Figure 1. The metal 1 layer.
The bar under the picture is 100 um long.
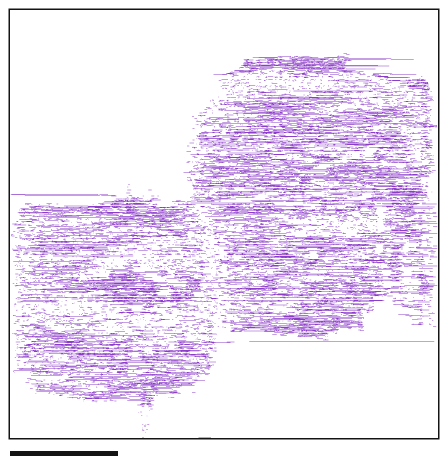
Figure 2. Signal wires on met2.
The bar under the picture is 100 um long.
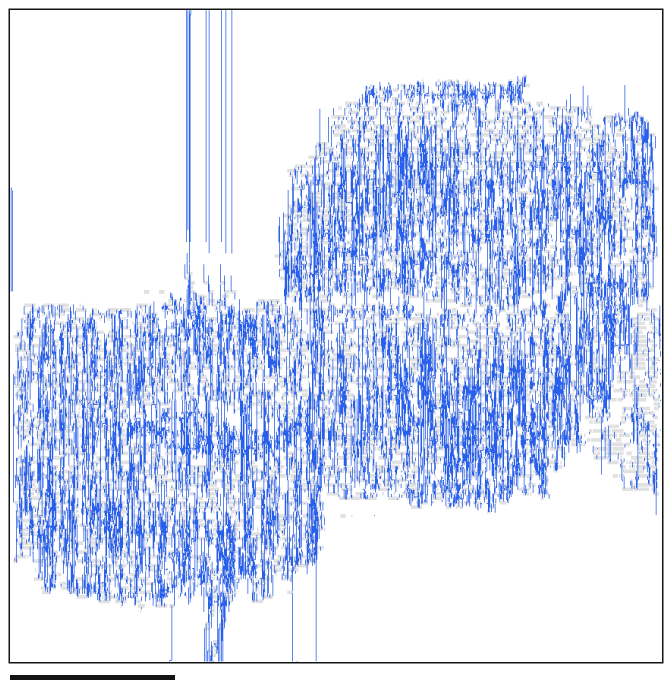
Figure 3. Metal 3.
The bar under the picture is 100 um long.
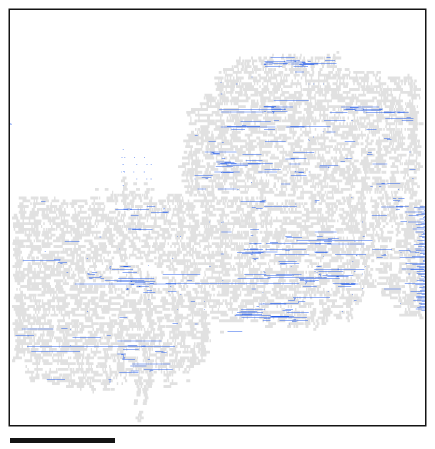
Figure 4. The metal 4 layer.
The bar under the picture is 100 um long.
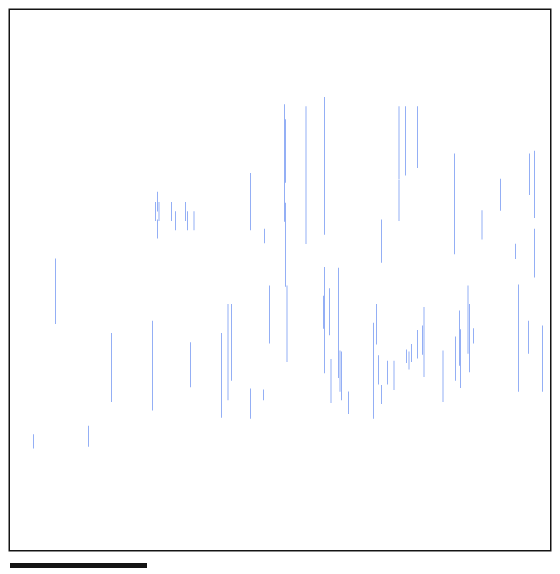
Figure 5. Routing congestion map.
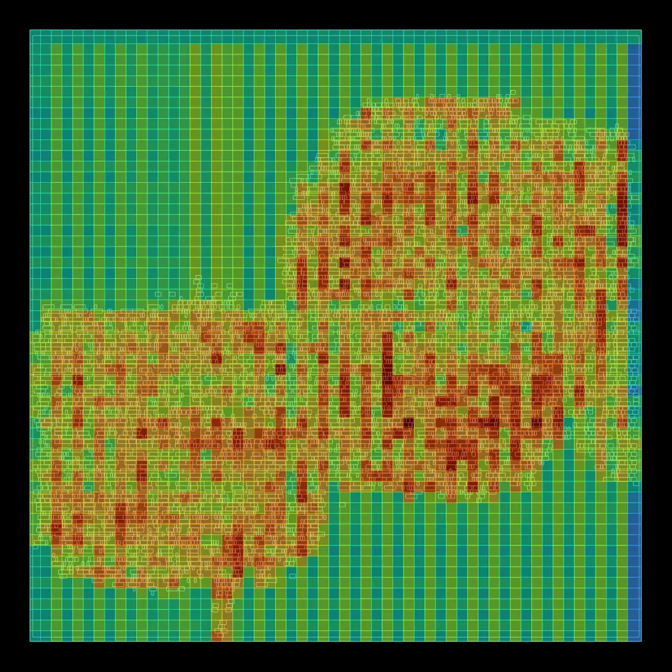
[config.mk]
export PLATFORM = sky130hd
export DESIGN_NAME = pixel_rom_bank
export DESIGN_NICKNAME = d
export VERILOG_FILES = /design/src/rtl/pixel_rom_bank_pkg.sv /design/src/rtl/pixel_rom_bank_luts.sv /design/src/rtl/pixel_rom_bank.sv
export SDC_FILE = /design/constraint.sdc
export NUM_CORES = 2
export LEC_CHECK = 0
export CAP_MARGIN = 20
export CORE_MARGIN = 1.5
export CORE_UTILIZATION = 32
export DETAILED_ROUTE_END_ITERATION = 16
export SYNTH_ARGS = -nofsm -noshare
export SYNTH_HDL_FRONTEND = slang
export SYNTH_HIERARCHICAL = 1
export SYNTH_SLANG_ARGS = --single-unit
[constraint.sdc]
create_clock -name vclock -period 27.7 [get_ports vclock]
set_input_delay 2.77 -clock vclock [delete_from_list [all_inputs] [get_ports vclock]]
set_output_delay 2.77 -clock vclock [all_outputs]
set_load 0.005 [all_outputs]
[src/rtl/pixel_rom_bank_pkg.sv]
// ---------------------------------------------------------------------------
// pixel_rom_bank_pkg : colour constants, object type codes and helpers
//                      shared by the procedural pixel ROM bank.
// Revision: 1.0
// ---------------------------------------------------------------------------
`default_nettype none

package pixel_rom_bank_pkg;

  localparam int PIX_W   = 12;
  localparam int COORD_W = 11;
  localparam int TYPE_W  = 3;

  localparam logic [PIX_W-1:0] TRANSPARENT = 12'h000;
  localparam logic [PIX_W-1:0] SKY_HAZE    = 12'h8CF;
  localparam logic [PIX_W-1:0] CLOUD       = 12'hEEF;
  localparam logic [PIX_W-1:0] COIN_RIM    = 12'hFD0;
  localparam logic [PIX_W-1:0] COIN_IN     = 12'hFA0;
  localparam logic [PIX_W-1:0] COIN_SHINE  = 12'hFF4;
  localparam logic [PIX_W-1:0] SHARK_BODY  = 12'h678;
  localparam logic [PIX_W-1:0] SHARK_BELLY = 12'hDDD;
  localparam logic [PIX_W-1:0] SHARK_EYE   = 12'h111;

  localparam logic [TYPE_W-1:0] TYPE_COIN  = 3'd0;
  localparam logic [TYPE_W-1:0] TYPE_SHARK = 3'd1;

  // Squared radii of the coin disc, in doubled coordinates
  localparam logic [31:0] COIN_OUTER_R2 = 32'd196;
  localparam logic [31:0] COIN_INNER_R2 = 32'd100;

  // Shark body ellipse: 36*(x-20)^2 + 361*(y-13)^2 <= 12996
  localparam logic [31:0] SHARK_CX     = 32'd20;
  localparam logic [31:0] SHARK_CY     = 32'd13;
  localparam logic [31:0] SHARK_KX     = 32'd36;
  localparam logic [31:0] SHARK_KY     = 32'd361;
  localparam logic [31:0] SHARK_LIMIT  = 32'd12996;
  localparam logic [31:0] SHARK_EYE_X  = 32'd33;
  localparam logic [31:0] SHARK_EYE_Y  = 32'd11;
  localparam logic [31:0] SHARK_BELLY_Y = 32'd14;

  function automatic logic [31:0] abs_diff(input logic [31:0] a, input logic [31:0] b);
    abs_diff = (a >= b) ? (a - b) : (b - a);
  endfunction

endpackage : pixel_rom_bank_pkg

`default_nettype wire

[src/rtl/pixel_rom_bank_luts.sv]
// ---------------------------------------------------------------------------
// sky_lut / coin_lut / shark_lut : combinational procedural pixel lookups.
// Revision: 1.0
// ---------------------------------------------------------------------------
`default_nettype none

module sky_lut
  import pixel_rom_bank_pkg::*;
#(
  parameter int BG_WIDTH  = 1024,
  parameter int BG_HEIGHT = 512
) (
  input  logic [COORD_W-1:0] i_x,
  input  logic [COORD_W-1:0] i_y,
  output logic [PIX_W-1:0]   o_pixel
);

  localparam int XW = $clog2(BG_WIDTH);

  logic [XW-1:0] w_xs;
  logic          w_cloud;
  logic [3:0]    w_red;
  logic [3:0]    w_green;
  logic          w_unused_x;

  assign w_xs       = i_x[XW-1:0];
  assign w_unused_x = &{1'b0, i_x[COORD_W-1:XW]};

  assign w_cloud = (i_y >= 11'd80) && (i_y < 11'd112) &&
                   (w_xs[7:0] >= 8'd32) && (w_xs[7:0] < 8'd128);

  // Vertical gradient: red steps every 128 rows, green every 64
  assign w_red   = 4'd4 + {2'b00, i_y[8:7]};
  assign w_green = 4'd8 + {1'b0, i_y[8:6]};

  always_comb begin
    o_pixel = SKY_HAZE;
    if ({21'd0, i_y} >= 32'(BG_HEIGHT)) begin
      o_pixel = SKY_HAZE;
    end else if (w_cloud) begin
      o_pixel = CLOUD;
    end else begin
      o_pixel = {w_red, w_green, 4'hF};
    end
  end

endmodule : sky_lut


module coin_lut
  import pixel_rom_bank_pkg::*;
#(
  parameter int COLL_WIDTH  = 15,
  parameter int COLL_HEIGHT = 16,
  parameter int LOG_FRAMES  = 3
) (
  input  logic [COORD_W-1:0]    i_x,
  input  logic [COORD_W-1:0]    i_y,
  input  logic [TYPE_W-1:0]     i_type,
  input  logic [LOG_FRAMES-1:0] i_frame,
  output logic [PIX_W-1:0]      o_pixel
);

  logic [31:0] w_x;
  logic [31:0] w_y;
  logic [31:0] w_dx;
  logic [31:0] w_dy;
  logic [31:0] w_dist2;
  logic        w_in_box;
  logic        w_unused_frame;

  assign w_x = {21'd0, i_x};
  assign w_y = {21'd0, i_y};

  assign w_in_box = (i_type == TYPE_COIN) &&
                    (w_x < 32'(COLL_WIDTH)) && (w_y < 32'(COLL_HEIGHT));

  // Doubled coordinates keep the half-pixel centre on an integer grid
  assign w_dx    = abs_diff(w_x << 1, 32'(COLL_WIDTH - 1));
  assign w_dy    = abs_diff(w_y << 1, 32'(COLL_HEIGHT - 1));
  assign w_dist2 = (w_dx * w_dx) + (w_dy * w_dy);

  assign w_unused_frame = &{1'b0, i_frame};

  always_comb begin
    o_pixel = TRANSPARENT;
    if (w_in_box) begin
      if (w_dist2 > COIN_OUTER_R2) begin
        o_pixel = TRANSPARENT;
      end else if (w_dist2 <= COIN_INNER_R2) begin
        o_pixel = i_frame[0] ? COIN_SHINE : COIN_IN;
      end else begin
        o_pixel = COIN_RIM;
      end
    end
  end

endmodule : coin_lut


module shark_lut
  import pixel_rom_bank_pkg::*;
#(
  parameter int SHARK_WIDTH  = 40,
  parameter int SHARK_HEIGHT = 20
) (
  input  logic [COORD_W-1:0] i_x,
  input  logic [COORD_W-1:0] i_y,
  input  logic [TYPE_W-1:0]  i_type,
  output logic [PIX_W-1:0]   o_pixel
);

  logic [31:0] w_x;
  logic [31:0] w_y;
  logic [31:0] w_ax;
  logic [31:0] w_ay;
  logic [31:0] w_ellipse;
  logic        w_in_box;
  logic        w_eye;
  logic        w_body;
  logic        w_fin;

  assign w_x = {21'd0, i_x};
  assign w_y = {21'd0, i_y};

  assign w_in_box = (i_type == TYPE_SHARK) &&
                    (w_x < 32'(SHARK_WIDTH)) && (w_y < 32'(SHARK_HEIGHT));

  assign w_ax      = abs_diff(w_x, SHARK_CX);
  assign w_ay      = abs_diff(w_y, SHARK_CY);
  assign w_ellipse = (SHARK_KX * w_ax * w_ax) + (SHARK_KY * w_ay * w_ay);

  assign w_eye  = (w_x == SHARK_EYE_X) && (w_y == SHARK_EYE_Y);
  assign w_body = (w_ellipse <= SHARK_LIMIT);
  // Dorsal fin is a right triangle rising from the back
  assign w_fin  = (w_y >= 32'd1) && (w_y <= 32'd6) &&
                  (w_x >= 32'd18) && (w_x <= (32'd17 + w_y));

  always_comb begin
    o_pixel = TRANSPARENT;
    if (w_in_box) begin
      if (w_eye) begin
        o_pixel = SHARK_EYE;
      end else if (w_body) begin
        o_pixel = (w_y >= SHARK_BELLY_Y) ? SHARK_BELLY : SHARK_BODY;
      end else if (w_fin) begin
        o_pixel = SHARK_BODY;
      end
    end
  end

endmodule : shark_lut

`default_nettype wire

[src/rtl/pixel_rom_bank.sv]
// ---------------------------------------------------------------------------
// pixel_rom_bank : sky, coin and shark pixel lookups with registered outputs.
// Revision: 1.0
// ---------------------------------------------------------------------------
`default_nettype none

module pixel_rom_bank
  import pixel_rom_bank_pkg::*;
#(
  parameter int BG_WIDTH     = 1024,
  parameter int BG_HEIGHT    = 512,
  parameter int COLL_WIDTH   = 15,
  parameter int COLL_HEIGHT  = 16,
  parameter int SHARK_WIDTH  = 40,
  parameter int SHARK_HEIGHT = 20,
  parameter int LOG_FRAMES   = 3
) (
  input  logic                  vclock,
  input  logic                  reset,
  input  logic [COORD_W-1:0]    bg_x,
  input  logic [COORD_W-1:0]    bg_y,
  input  logic [COORD_W-1:0]    coll_x,
  input  logic [COORD_W-1:0]    coll_y,
  input  logic [TYPE_W-1:0]     coll_type,
  input  logic [LOG_FRAMES-1:0] coll_frame,
  output logic [PIX_W-1:0]      coll_pixel,
  input  logic [COORD_W-1:0]    shark_x,
  input  logic [COORD_W-1:0]    shark_y,
  input  logic [TYPE_W-1:0]     shark_type,
  input  logic [LOG_FRAMES-1:0] shark_frame,
  output logic [PIX_W-1:0]      shark_pixel,
  output logic [PIX_W-1:0]      bg_pixel
);

  logic [PIX_W-1:0] w_bg_pixel;
  logic [PIX_W-1:0] w_coll_pixel;
  logic [PIX_W-1:0] w_shark_pixel;
  logic [PIX_W-1:0] r_bg_pixel;
  logic [PIX_W-1:0] r_coll_pixel;
  logic [PIX_W-1:0] r_shark_pixel;
  logic             w_unused_shark_frame;

  // Shark art is a single static pose
  assign w_unused_shark_frame = &{1'b0, shark_frame};

  sky_lut #(
    .BG_WIDTH  (BG_WIDTH),
    .BG_HEIGHT (BG_HEIGHT)
  ) u_sky (
    .i_x     (bg_x),
    .i_y     (bg_y),
    .o_pixel (w_bg_pixel)
  );

  coin_lut #(
    .COLL_WIDTH  (COLL_WIDTH),
    .COLL_HEIGHT (COLL_HEIGHT),
    .LOG_FRAMES  (LOG_FRAMES)
  ) u_coin (
    .i_x     (coll_x),
    .i_y     (coll_y),
    .i_type  (coll_type),
    .i_frame (coll_frame),
    .o_pixel (w_coll_pixel)
  );

  shark_lut #(
    .SHARK_WIDTH  (SHARK_WIDTH),
    .SHARK_HEIGHT (SHARK_HEIGHT)
  ) u_shark (
    .i_x     (shark_x),
    .i_y     (shark_y),
    .i_type  (shark_type),
    .o_pixel (w_shark_pixel)
  );

  always_ff @(posedge vclock) begin
    if (reset) begin
      r_bg_pixel    <= TRANSPARENT;
      r_coll_pixel  <= TRANSPARENT;
      r_shark_pixel <= TRANSPARENT;
    end else begin
      r_bg_pixel    <= w_bg_pixel;
      r_coll_pixel  <= w_coll_pixel;
      r_shark_pixel <= w_shark_pixel;
    end
  end

  assign bg_pixel    = r_bg_pixel;
  assign coll_pixel  = r_coll_pixel;
  assign shark_pixel = r_shark_pixel;

endmodule : pixel_rom_bank

`default_nettype wire

==> run notes <==
Here are the numbers from the latest Yosys + OpenROAD run.

The overflow left after global routing is 0. The most used logic cell in the final layout is sky130_fd_sc_hd__inv_1. Signal routing reaches up to met4.

The depth of the critical timing path with buffers and inverters included came out at 70. Post-route period utilization is reported as 0.8371. The number of placed instances, taps included, is around 7400. The die outline area is 156300 um^2. The critical hold path startpoint is bg_y[7]. The final hold violation count is 0.

The synthesized netlist occupies a cell area of 49250 um^2. The final estimated routing congestion in global placement came out at between 0.8 and 0.9. The cell type with the largest total area after synthesis is sky130_fd_sc_hd__fa_1. The slack of the critical path is 4.512 ns. The final number of setup-violating endpoints is 0. Of the total synthesized cell area, the portion taken by full adders, half adders and majority gates is 0.6436. Setup repair after global routing left no endpoint under its margin.

The area fraction of the largest cell type after synthesis is 0.4927. The clock tree has to reach 36 sinks. The layout overhead on the synthesized area came out at 7.462%. After the last flow step, the layout net total stands at approximately 7300. The length of the first detailed-routing pass in iterations came out at 8. The detailed-routed wire length on met2 is slightly above 60000 um. The flow ran to the end, and the final reports show no timing, DRC or antenna violations. The total negative setup slack came out at 0 ns. The flip-flop and latch count after synthesis is 36.

The remaining antenna violation count came out at 0. The number of antenna violations at the first check in global routing came out at 11.

The area of the synthesized netlist per yosys stat is 49250 um^2. Ranked by total cell area, the synthesized netlist is headed by sky130_fd_sc_hd__fa_1, sky130_fd_sc_hd__ha_1, sky130_fd_sc_hd__inv_1. The number of maximum-capacitance violations is 0. The total routed wire length on the met1 layer is roughly 50000 um. Among all cell types in the netlist, the one instantiated most often is sky130_fd_sc_hd__inv_1. The category of the worst setup path launch point is an input pin.

Yosys reports that the most numerous cell types are sky130_fd_sc_hd__inv_1, sky130_fd_sc_hd__fa_1, sky130_fd_sc_hd__ha_1. The number of placement rows is around 140. The multiplexer fraction of the synthesized cell area came out at 0.003532.

The number of global-route vias before repair is roughly 39000. Data arrives at the worst endpoint at around 23 ns. The DRC violations left came out at 0. The gate count after technology mapping came out at 5319. The peak clock frequency supported by timing came out at ~0.043 GHz. The average wire per cell in the routed design came out at 16.36 um.

The depth of the worst hold-timing path came out at 4. The OpenROAD warning count came out at between 70 and 80. The most critical setup path has its endpoint at shark_pixel[9].

The clock tree buffer depth is 2.
About Figure 1:
The longest straight run is 171 um. The layer carries 51.3 mm of wire. The wires run mostly horizontal.
via count: 34460
met1 Use GR: 0.2168
Post-Route WL: 121100 um

About Figure 2:
The longest straight run is 153 um. 6274 nets have wire on it. The layer holds 51% of the routed length. The layer carries 62.3 mm of wire. The wires run mostly vertical.
met2 layer usage reported by global route: 0.2954

About Figure 3:
The wires run mostly horizontal. The layer carries 4900 um of wire. 328 nets have wire on it.
Global Route met3 Usage: 0.007950

About Figure 4:
The wires run mostly vertical. 64 nets have wire on it.

About Figure 5:
All-Layer GR Usage: 0.1634
fraction of the core area covered by cells at the end of the flow: 0.3472
highest-utilization routing layer at the global route stage: met2

-- layout make-up --
class,instances,area [um^2]
Multi-Input combinational cell,3666,42410
Inverter,1514,5683
Timing Repair Buffer,152,1394
Tap cell,2030,2540
Clock buffer,5,125.1
Sequential cell,36,720.7
Fill cell,15790,99520
Clock inverter,3,42.54
Antenna cell,1,2.502
-- per-stage QoR --
step | hold WS (ns) | cell area (um^2) | util
after global placement | 3.470 | 52710 | 0.3458
after CTS | 3.183 | 52900 | 0.3470
after floorplan | 2.961 | 49400 | -
after detailed placement | 3.469 | 52740 | 0.3459
final | 3.190 | 52920 | 0.3472
after global routing | 3.223 | 52920 | 0.3471
